===== src/rtl/sram_init_ctrl.sv =====
// SRAM initialisation controller: fills a programmable address range from the init FIFO
// or with a constant pattern, and arbitrates the SRAM port against the microcontroller.
module sram_init_ctrl #(
    parameter int ADDRESS_WIDTH = 13,
    parameter int DATA_WIDTH    = 32,
    parameter int WRITE_CYCLES  = 1
) (
    input  logic                     sram_init_ctrl_clk_i,
    input  logic                     sram_init_ctrl_rst_i,
    input  logic [ADDRESS_WIDTH-1:0] micro_sram_address_i,
    input  logic [DATA_WIDTH-1:0]    micro_sram_datain_i,
    input  logic                     micro_sram_cs_i,
    input  logic                     micro_sram_we_i,
    input  logic                     init_start_i,
    input  logic                     init_abort_i,
    input  logic                     init_mode_i,
    input  logic [ADDRESS_WIDTH-1:0] init_base_addr_i,
    input  logic [ADDRESS_WIDTH:0]   init_length_i,
    input  logic [DATA_WIDTH-1:0]    init_fill_data_i,
    input  logic [DATA_WIDTH-1:0]    fifo_datain_i,
    input  logic                     fifo_empty_i,
    output logic                     read_fifo_o,
    output logic [ADDRESS_WIDTH-1:0] sram_address_o,
    output logic [DATA_WIDTH-1:0]    sram_datain_o,
    output logic                     sram_cs_o,
    output logic                     sram_we_o,
    output logic                     init_busy_o,
    output logic                     init_done_o,
    output logic                     init_error_o,
    output logic [ADDRESS_WIDTH:0]   init_count_o,
    output logic                     micro_blocked_o
);

    typedef enum logic [2:0] {
        ST_IDLE    = 3'd0,
        ST_FETCH   = 3'd1,
        ST_LATCH   = 3'd2,
        ST_WRITE   = 3'd3,
        ST_RELEASE = 3'd4
    } state_t;

    localparam logic [ADDRESS_WIDTH:0]   MAX_LEN  = {1'b1, {ADDRESS_WIDTH{1'b0}}};
    localparam logic [ADDRESS_WIDTH:0]   LEN_ZERO = {(ADDRESS_WIDTH+1){1'b0}};
    localparam logic [ADDRESS_WIDTH:0]   LEN_ONE  = (ADDRESS_WIDTH+1)'(1);
    localparam logic [ADDRESS_WIDTH-1:0] ADDR_ONE = ADDRESS_WIDTH'(1);
    localparam logic [3:0]               WC_LAST  = 4'(WRITE_CYCLES - 1);

    state_t                   state_q;
    logic                     mode_q;
    logic [ADDRESS_WIDTH-1:0] addr_q;
    logic [DATA_WIDTH-1:0]    data_q;
    logic [ADDRESS_WIDTH:0]   remaining_q;
    logic [ADDRESS_WIDTH:0]   count_q;
    logic [3:0]               wcnt_q;
    logic                     done_q;
    logic                     error_q;

    logic                     len_ok_s;
    logic                     strobe_s;
    logic [ADDRESS_WIDTH:0]   count_d;
    logic [ADDRESS_WIDTH:0]   remaining_d;
    logic [ADDRESS_WIDTH-1:0] addr_d;

    // Next values applied at the end of each RELEASE; address wraps naturally.
    always_comb begin
        count_d     = count_q + LEN_ONE;
        remaining_d = remaining_q - LEN_ONE;
        addr_d      = addr_q + ADDR_ONE;
        len_ok_s    = (init_length_i != LEN_ZERO) && (init_length_i <= MAX_LEN);
    end

    // Transfer FSM with its datapath registers.
    always_ff @(posedge sram_init_ctrl_clk_i) begin
        if (sram_init_ctrl_rst_i) begin
            state_q     <= ST_IDLE;
            mode_q      <= 1'b0;
            addr_q      <= {ADDRESS_WIDTH{1'b0}};
            data_q      <= {DATA_WIDTH{1'b0}};
            remaining_q <= LEN_ZERO;
            count_q     <= LEN_ZERO;
            wcnt_q      <= 4'd0;
            done_q      <= 1'b0;
            error_q     <= 1'b0;
        end else begin
            error_q <= 1'b0;
            case (state_q)
                ST_IDLE: begin
                    if (init_start_i) begin
                        if (len_ok_s) begin
                            mode_q      <= init_mode_i;
                            addr_q      <= init_base_addr_i;
                            remaining_q <= init_length_i;
                            count_q     <= LEN_ZERO;
                            done_q      <= 1'b0;
                            wcnt_q      <= 4'd0;
                            if (init_mode_i) begin
                                data_q  <= init_fill_data_i;
                                state_q <= ST_WRITE;
                            end else begin
                                state_q <= ST_FETCH;
                            end
                        end else begin
                            error_q <= 1'b1;
                        end
                    end
                end
                ST_FETCH: begin
                    // Abort has priority over a pop so no word is lost mid-flight.
                    if (init_abort_i) begin
                        error_q <= 1'b1;
                        state_q <= ST_IDLE;
                    end else if (!fifo_empty_i) begin
                        state_q <= ST_LATCH;
                    end
                end
                ST_LATCH: begin
                    data_q  <= fifo_datain_i;
                    wcnt_q  <= 4'd0;
                    state_q <= ST_WRITE;
                end
                ST_WRITE: begin
                    if (wcnt_q == WC_LAST) begin
                        wcnt_q  <= 4'd0;
                        state_q <= ST_RELEASE;
                    end else begin
                        wcnt_q  <= wcnt_q + 4'd1;
                    end
                end
                ST_RELEASE: begin
                    count_q     <= count_d;
                    remaining_q <= remaining_d;
                    addr_q      <= addr_d;
                    // Completion of the final word takes precedence over a late abort.
                    if (remaining_q == LEN_ONE) begin
                        done_q  <= 1'b1;
                        state_q <= ST_IDLE;
                    end else if (init_abort_i) begin
                        error_q <= 1'b1;
                        state_q <= ST_IDLE;
                    end else if (mode_q) begin
                        state_q <= ST_WRITE;
                    end else begin
                        state_q <= ST_FETCH;
                    end
                end
                default: begin
                    state_q <= ST_IDLE;
                end
            endcase
        end
    end

    assign strobe_s        = (state_q != ST_WRITE);
    assign init_busy_o     = (state_q != ST_IDLE);
    assign read_fifo_o     = (state_q == ST_FETCH) && !fifo_empty_i && !init_abort_i;
    assign micro_blocked_o = init_busy_o && !micro_sram_cs_i;

    assign sram_address_o  = init_busy_o ? addr_q   : micro_sram_address_i;
    assign sram_datain_o   = init_busy_o ? data_q   : micro_sram_datain_i;
    assign sram_cs_o       = init_busy_o ? strobe_s : micro_sram_cs_i;
    assign sram_we_o       = init_busy_o ? strobe_s : micro_sram_we_i;

    assign init_done_o     = done_q;
    assign init_error_o    = error_q;
    assign init_count_o    = count_q;

endmodule


===== config.mk =====
export PLATFORM = sky130hd
export DESIGN_NAME = sram_init_ctrl
export DESIGN_NICKNAME = d
export VERILOG_FILES = /design/src/rtl/sram_init_ctrl.sv
export SDC_FILE = /design/constraint.sdc
export NUM_CORES = 1
export LEC_CHECK = 0
export CELL_PAD_IN_SITES_DETAIL_PLACEMENT = 1
export CELL_PAD_IN_SITES_GLOBAL_PLACEMENT = 1
export CORE_UTILIZATION = 25
export CTS_CLUSTER_SIZE = 24
export DETAILED_ROUTE_END_ITERATION = 8
export PLACE_DENSITY = 0.73
export SKIP_LAST_GASP = 1
export SYNTH_ARGS = -nofsm -noshare
export SYNTH_HDL_FRONTEND = slang
export SYNTH_SLANG_ARGS = --single-unit

===== constraint.sdc =====
create_clock -name sram_init_ctrl_clk_i -period 2.55 [get_ports sram_init_ctrl_clk_i]
set_input_delay 0.255 -clock sram_init_ctrl_clk_i [delete_from_list [all_inputs] [get_ports sram_init_ctrl_clk_i]]
set_output_delay 0.255 -clock sram_init_ctrl_clk_i [all_outputs]
set_load 0.005 [all_outputs]

==> out/qor.txt <==
outcome - completed
routed length on met2 - 9.31 mm
top-area cell type share of the netlist area - 34.4%
# H-tree levels - 3
Tap Cells - 260
hold endpoint - remaining_q[1]
HP Start - sram_init_ctrl_rst_i
crit path to - sram_datain_o[31]
Dominant flop cell - dfxtp_1
post-CTS setup buffers - 0
GR Util met1 - 24.5%
Die X - 141 um
Sw Share - 29.9%
WS Path Type - flip-flop to primary output
RSZ-0062 raised after global routing - false
Slew Viols, Final - 0
ANT cells - 0
GRT Util Overall - 19.6%
die y size - 141 um
cts hold-fix bufs - 0
Min Hold Slack - 405 ps
number of non-clock inverters - 10
Mapped Cells - 691
worst hold path class - input port to flip-flop
syn_nets - 841
Starting DRT DRC Count - 235
critical path startpoint - state_q[1]
hpwl dp - 13.8 mm
port buffer count - 209
Post-Synthesis Cell Area - 4830 um^2
top cells, area - dfxtp_1 34%, nand2_1 18%, a311oi_1 7.1%, nor2_1 4.6%, o21ai_0 2.6%
CTS Buf Count - 9
Hold Fails Final Rpt - 0
final WL - 19.2 mm
Power Dens Cells - 529 nW/um^2
min Tclk post-route - 2360 ps
Logic pwr share - 30.0%
gpl congestion - 0.774
met3 WL - 905 um
antenna-violating nets left - 0
Ports - 210
Post-synth seq share - 34.4%
Yosys chip area - 4830 um^2
first-pass GRT wire length - 30.8 mm
Flop area - 1660 um^2
Synth top cell by count - nand2_1
wire per inst - 16.6 um
CTS Sinks - 83
share of power burned in registers - 36.3%
R2R depth - 5
Leading cell kind - combinational gates
period utilization - 92.5%
max-cap violations - 0
Fill cells - 2325
Core Area - 18800 um^2
busiest grt layer - met2
CP startpoint kind - flip-flop
Syn Area/Cell - 7.00 um^2
CTS clk-pin slew, worst paths - 70 ps
non-clock buffer total of the final layout - 241
Comb area - 2940 um^2
mi-comb count - 548
DR top layer - met4
Setup-failing EPs final - 0
Yosys warnings - 0
Worst Path Required - 2300 ps
Area Overhead vs Synth - 58.5%
via density per instance - 4.95
Comb/total area - 38.4%
crit path DAT - 2100 ps
Switch Pwr - 1.21 mW
Clock Tree Root - clkbuf_16
clock tree cell share of total cell area - 3.97%
vias in the first global route - 5820
clock group share of total power - 33.7%
# Cells Yosys - 691
total number of vias - 5733
Clk Latency, worst-skew pair - 350 ps
==> critical path: stages (launching register included) <==
cell and delay, ps:
dfxtp_1 500, nor3_2 120, inv_1 130, buf_4 280
nand2_1 140, nand2_1 90, clkdlybuf4s50_1 500
==> cells in the final DEF (no fill, tap or decap), types with 6 or more instances in the layout <==
master / count
nor4_1: 6
o21ai_0: 25
a311oi_1: 39
dfxtp_1: 81
clkdlybuf4s50_1: 208
and3_1: 11
ha_1: 6
inv_1: 10
buf_4: 26
nand2_1: 238
nand3_1: 20
a31oi_1: 6
clkbuf_16: 9
a32o_1: 7
o22ai_1: 15
nor3_1: 17
nor2_1: 59
a21oi_1: 18
a211oi_1: 9
==> flip-flops by register name (all words and copies together), names as in the netlist <==
register,cells
data_q,32
init_count_o,14
remaining_q,14
addr_q,13
wcnt_q,4
state_q,3
init_done_o,1
init_error_o,1
mode_q,1
==> cells by family after synthesis <==
logic type	Yosys count	synth area share, %
muxes	4	0.957
and+or+nand+nor	384	34.6
buffers and inverters	60	5.25
DFF	83	34.4
xor gates and xnor gates	3	0.544
adders and majority gates	6	1.55
AOI/OAI and AO/OA	151	22.7
==> stage by stage <==
step / worst slack [ps] / TNS [ps]
2_1_floorplan: 663 / 0
3_3_place_gp: 39.7 / 0
3_5_place_dp: -38.6 / -64.7
4_1_cts: 82.1 / 0
5_1_grt: 1.21 / 0
6_report: 191 / 0
==> power groups by stage <==
stage / registers (mW) / logic [mW] / clock network [mW]
2_1_floorplan: 1.47 / 0.539 / 0
6_report: 1.47 / 1.21 / 1.37
5_1_grt: 1.49 / 1.34 / 1.47
3_5_place_dp: 1.50 / 1.22 / 0
3_3_place_gp: 1.50 / 1.21 / 0
4_1_cts: 1.47 / 1.23 / 1.42
### The metal 4 layer

Scale: 3 px per um. Cells faint in the background.
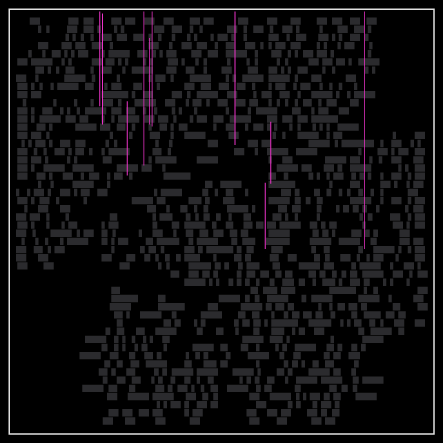
wire length on this layer: 375 um
main direction: vertical

### Metal layers overlaid

Scale: 3 px per um.
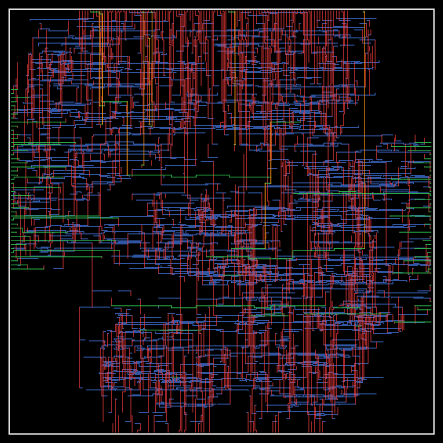
[green] metal 3 | wire length: 905 um
[orange] metal 4 | wire length: 375 um
[blue] metal 1 | wire length: 8610 um
[red] metal 2 | wire length: 9310 um

### Clock network drawn from the DEF

Scale: 2 px per um.
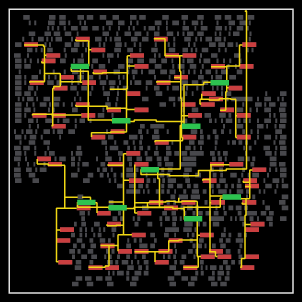
[red] flip-flops | count: 83
[yellow] clock wires | length: 1390 um
[green] clock drivers | count: 9
flops lie: all over the die
routed clock nets: 10

Power is estimated from default activity; no workload was simulated.
